Metal 1:
Bar = 50 µm.
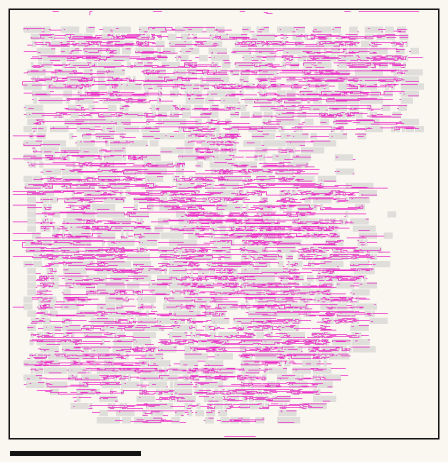
Signal wires on met2:
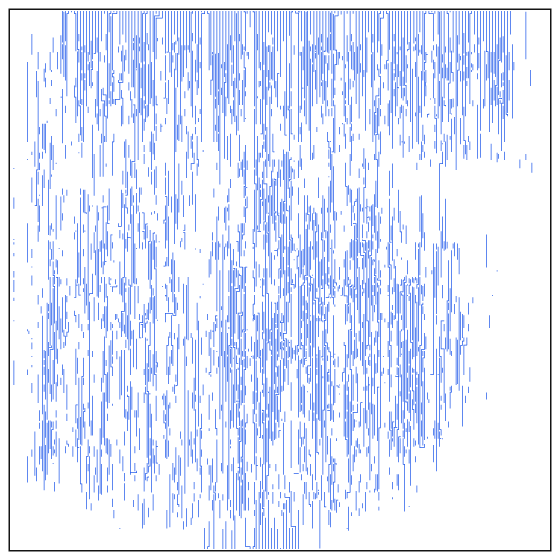
The metal 3 layer:
Bar = 50 µm.
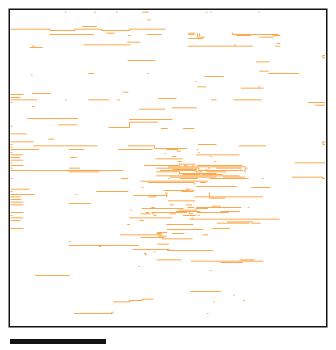
The metal 4 layer:
Bar = 50 µm.
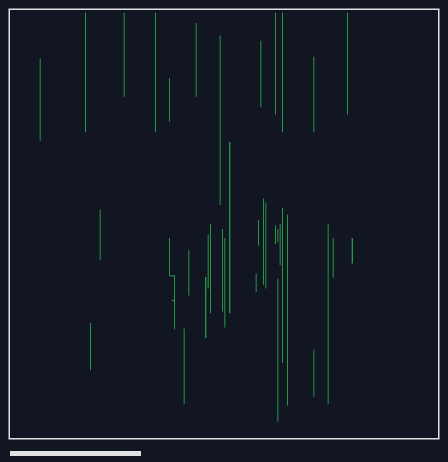
File: src/rtl/gpu_decode_loopctl.sv
// Decode/control stage: turns primitive opcodes into registered geometry commands
// and runs a nested hardware-loop stack with a single-cycle redirect to fetch.
module gpu_decode_loopctl #(
    parameter int PC_WIDTH    = 16,
    parameter int CNT_WIDTH   = 16,
    parameter int LOOP_DEPTH  = 4,
    parameter int VEC_WIDTH   = 64,
    parameter int PTYPE_WIDTH = 4,
    localparam int IDX_W      = $clog2(LOOP_DEPTH),
    localparam int LVL_W      = IDX_W + 1
) (
    input  logic                   CLK,
    input  logic                   RESET,
    input  logic                   Instr_Valid,
    output logic                   Instr_Ready,
    input  logic [31:0]            Instruction,
    input  logic [PC_WIDTH-1:0]    PC,
    output logic [5:0]             Vec_SR1_Num,
    input  logic [VEC_WIDTH-1:0]   Vec_SR1_Val,
    output logic                   Cmd_Valid,
    input  logic                   Cmd_Ready,
    output logic [1:0]             Cmd_Type,
    output logic [VEC_WIDTH-1:0]   Vertex,
    output logic [PTYPE_WIDTH-1:0] PrimitiveType,
    output logic                   Redirect,
    output logic [PC_WIDTH-1:0]    Redirect_PC,
    output logic [LVL_W-1:0]       Loop_Level,
    output logic                   Loop_Err
);

    typedef enum logic [1:0] {
        CMD_SETVERTEX = 2'd0,
        CMD_STARTPRIM = 2'd1,
        CMD_ENDPRIM   = 2'd2,
        CMD_DRAW      = 2'd3
    } cmd_type_e;

    localparam logic [7:0] OP_SETVERTEX = 8'h42;
    localparam logic [7:0] OP_STARTPRIM = 8'h91;
    localparam logic [7:0] OP_ENDPRIM   = 8'h98;
    localparam logic [7:0] OP_DRAW      = 8'hB8;
    localparam logic [7:0] OP_LOOPCOUNT = 8'hD1;
    localparam logic [7:0] OP_STARTLOOP = 8'hC0;
    localparam logic [7:0] OP_ENDLOOP   = 8'hC8;

    logic                   cmd_valid_q, cmd_valid_d;
    cmd_type_e              cmd_type_q, cmd_type_d;
    logic [VEC_WIDTH-1:0]   vertex_q, vertex_d;
    logic [PTYPE_WIDTH-1:0] ptype_q, ptype_d;
    logic                   redirect_q, redirect_d;
    logic [PC_WIDTH-1:0]    redirect_pc_q, redirect_pc_d;
    logic [LVL_W-1:0]       level_q, level_d;
    logic                   loop_err_q, loop_err_d;
    logic [CNT_WIDTH-1:0]   pend_q, pend_d;
    logic [PC_WIDTH-1:0]    stk_start_q [LOOP_DEPTH];
    logic [PC_WIDTH-1:0]    stk_start_d [LOOP_DEPTH];
    logic [CNT_WIDTH-1:0]   stk_cnt_q   [LOOP_DEPTH];
    logic [CNT_WIDTH-1:0]   stk_cnt_d   [LOOP_DEPTH];

    logic [7:0]             opcode;
    logic                   accept;
    logic                   live;
    logic                   stack_empty;
    logic                   stack_full;
    logic [LVL_W-1:0]       level_m1;
    logic [IDX_W-1:0]       top_idx;
    logic [IDX_W-1:0]       push_idx;
    logic [CNT_WIDTH-1:0]   top_cnt;
    logic [CNT_WIDTH-1:0]   count_field;
    logic                   unused_instr_bits;

    assign opcode            = Instruction[31:24];
    assign count_field       = Instruction[CNT_WIDTH-1:0];
    assign unused_instr_bits = &{1'b0, Instruction[23:22]};
    assign Vec_SR1_Num       = Instruction[21:16];
    assign Instr_Ready       = !cmd_valid_q || Cmd_Ready;
    assign accept            = Instr_Valid && Instr_Ready;
    // The slot accepted while Redirect is high is wrong-path and must not act.
    assign live              = accept && !redirect_q;
    assign stack_empty       = (level_q == '0);
    assign stack_full        = (level_q == LVL_W'(LOOP_DEPTH));
    assign level_m1          = level_q - LVL_W'(1);
    assign top_idx           = level_m1[IDX_W-1:0];
    assign push_idx          = level_q[IDX_W-1:0];
    assign top_cnt           = stk_cnt_q[top_idx];

    // NOTE: every *_d gets a default before the case, so no path can infer a latch.
    always_comb begin
        cmd_valid_d   = cmd_valid_q && !Cmd_Ready;
        cmd_type_d    = cmd_type_q;
        vertex_d      = vertex_q;
        ptype_d       = ptype_q;
        redirect_d    = 1'b0;
        redirect_pc_d = redirect_pc_q;
        level_d       = level_q;
        loop_err_d    = loop_err_q;
        pend_d        = pend_q;
        stk_start_d   = stk_start_q;
        stk_cnt_d     = stk_cnt_q;

        if (live) begin
            case (opcode)
                OP_SETVERTEX: begin
                    cmd_valid_d = 1'b1;
                    cmd_type_d  = CMD_SETVERTEX;
                    vertex_d    = Vec_SR1_Val;
                    ptype_d     = '0;
                end
                OP_STARTPRIM: begin
                    cmd_valid_d = 1'b1;
                    cmd_type_d  = CMD_STARTPRIM;
                    vertex_d    = '0;
                    ptype_d     = Instruction[16 +: PTYPE_WIDTH];
                end
                OP_ENDPRIM: begin
                    cmd_valid_d = 1'b1;
                    cmd_type_d  = CMD_ENDPRIM;
                    vertex_d    = '0;
                    ptype_d     = '0;
                end
                OP_DRAW: begin
                    cmd_valid_d = 1'b1;
                    cmd_type_d  = CMD_DRAW;
                    vertex_d    = '0;
                    ptype_d     = '0;
                end
                OP_LOOPCOUNT: begin
                    pend_d = (count_field == '0) ? CNT_WIDTH'(1) : count_field;
                end
                OP_STARTLOOP: begin
                    pend_d = CNT_WIDTH'(1);
                    if (stack_full) begin
                        loop_err_d = 1'b1;
                    end else begin
                        stk_start_d[push_idx] = PC + PC_WIDTH'(1);
                        stk_cnt_d[push_idx]   = pend_q;
                        level_d               = level_q + LVL_W'(1);
                    end
                end
                OP_ENDLOOP: begin
                    if (stack_empty) begin
                        loop_err_d = 1'b1;
                    end else if (top_cnt > CNT_WIDTH'(1)) begin
                        stk_cnt_d[top_idx] = top_cnt - CNT_WIDTH'(1);
                        redirect_d         = 1'b1;
                        redirect_pc_d      = stk_start_q[top_idx];
                    end else begin
                        level_d = level_m1;
                    end
                end
                default: ;
            endcase
        end
    end

    // NOTE: the loop stack is reset too, so a fresh program never sees stale entries.
    always_ff @(posedge CLK) begin
        if (RESET) begin
            cmd_valid_q   <= 1'b0;
            cmd_type_q    <= CMD_SETVERTEX;
            vertex_q      <= '0;
            ptype_q       <= '0;
            redirect_q    <= 1'b0;
            redirect_pc_q <= '0;
            level_q       <= '0;
            loop_err_q    <= 1'b0;
            pend_q        <= CNT_WIDTH'(1);
            for (int i = 0; i < LOOP_DEPTH; i++) begin
                stk_start_q[i] <= '0;
                stk_cnt_q[i]   <= '0;
            end
        end else begin
            cmd_valid_q   <= cmd_valid_d;
            cmd_type_q    <= cmd_type_d;
            vertex_q      <= vertex_d;
            ptype_q       <= ptype_d;
            redirect_q    <= redirect_d;
            redirect_pc_q <= redirect_pc_d;
            level_q       <= level_d;
            loop_err_q    <= loop_err_d;
            pend_q        <= pend_d;
            stk_start_q   <= stk_start_d;
            stk_cnt_q     <= stk_cnt_d;
        end
    end

    assign Cmd_Valid     = cmd_valid_q;
    assign Cmd_Type      = cmd_type_q;
    assign Vertex        = vertex_q;
    assign PrimitiveType = ptype_q;
    assign Redirect      = redirect_q;
    assign Redirect_PC   = redirect_pc_q;
    assign Loop_Level    = level_q;
    assign Loop_Err      = loop_err_q;

endmodule

File: config.mk
export PLATFORM = sky130hd
export DESIGN_NAME = gpu_decode_loopctl
export DESIGN_NICKNAME = d
export VERILOG_FILES = /design/src/rtl/gpu_decode_loopctl.sv
export SDC_FILE = /design/constraint.sdc
export NUM_CORES = 1
export LEC_CHECK = 0
export CAP_MARGIN = 10
export CORE_MARGIN = 5
export CORE_UTILIZATION = 45
export CTS_CLUSTER_DIAMETER = 30
export DETAILED_ROUTE_END_ITERATION = 10
export PLACE_DENSITY = 0.71
export SLEW_MARGIN = 20
export SYNTH_ARGS = -nofsm -noshare
export SYNTH_HDL_FRONTEND = slang
export SYNTH_SLANG_ARGS = --single-unit
File: constraint.sdc
create_clock -name CLK -period 7.9 [get_ports CLK]
set_input_delay 1.58 -clock CLK [delete_from_list [all_inputs] [get_ports CLK]]
set_output_delay 1.58 -clock CLK [all_outputs]
set_load 0.01 [all_outputs]
==> flow_results.xml <==
<?xml version="1.0" encoding="UTF-8"?>
<metrics>
  <group name="worst_setup_path">
    <metric name="crit_type" unit="">flip-flop to flip-flop</metric>
    <metric name="worst-r2r-cell-count" unit="">10</metric>
    <metric name="setup_slack_reg_to_reg" unit="ps">2970</metric>
    <metric name="cp_num_buf_inv" unit="">3</metric>
    <metric name="r2r_end" unit="">stk_cnt_q[62]</metric>
  </group>
  <group name="synth">
    <metric name="synth.net_count" unit="">1347</metric>
    <metric name="total_of_flip_flops_plus_latches_after_synthesis" unit="">236</metric>
    <metric name="synthesized_chip_area_reported_by_yosys" unit="µm²">10700</metric>
    <metric name="yosysWarnings" unit="">0</metric>
  </group>
  <group name="global_route">
    <metric name="global_route_wire_length_before_repair" unit="µm">51800</metric>
    <metric name="met2_usage" unit="%">39.5</metric>
  </group>
  <group name="final_layout">
    <metric name="final_layout_top_logic_cell" unit="">dfxtp_1</metric>
    <metric name="final_instance_area" unit="µm²">14800</metric>
    <metric name="drive_gt1_share" unit="%">12.2</metric>
    <metric name="biggestCellCategory" unit="">combinational gates</metric>
    <metric name="non_clock_inverter_count_in_the_final_layout" unit="">6</metric>
  </group>
  <group name="power_and_ir_drop">
    <metric name="clockPowerShare" unit="%">63.5</metric>
    <metric name="combinationalPowerShare" unit="%">3.3</metric>
    <metric name="switching_share" unit="%">21.6</metric>
    <metric name="largest_pwr_group" unit="">the clock network</metric>
    <metric name="power_density_over_the_cells" unit="nW/µm²">244</metric>
  </group>
  <group name="die">
    <metric name="top_level_ports" unit="">215</metric>
    <metric name="core" unit="µm²">23400</metric>
    <metric name="placementRows" unit="">56</metric>
  </group>
  <group name="clock_tree">
    <metric name="clk_latency" unit="ps">550</metric>
    <metric name="h-tree-depth" unit="">2</metric>
    <metric name="clock_tree.buffer_depth" unit="">3</metric>
  </group>
  <group name="run">
    <metric name="number_of_logged_tool_warnings" unit="">38</metric>
  </group>
  <group name="placement">
    <metric name="placement.io_buffers" unit="">208</metric>
  </group>
  <group name="final_timing">
    <metric name="timing.final.ws_setup" unit="ps">2970</metric>
  </group>
  <group name="outcome">
    <metric name="run_status" unit="">completed</metric>
  </group>
</metrics>
-- 'metal 1' (at the start) --
share of all routed wire: 41%
longest straight run: 58.0 µm
nets with wire on the layer: 1,421
vias post-DR: 9,938
Routed WL: 33,500 µm
global routing met1 resource utilization: 30.8%

-- 'signal wires on met2' (at the start) --
longest straight run: 80.9 µm
nets with wire on the layer: 1,224

-- 'the metal 3 layer' (at the start) --
longest straight run: 58.2 µm
main direction: horizontal
wire length on this layer: 2,160 µm
GRT met3 Usage: 5.32%

-- 'the metal 4 layer' (at the start) --
nets with wire on the layer: 30
wire length on this layer: 1,170 µm
longest straight run: 72.8 µm
share of all routed wire: 3.5%
main direction: vertical

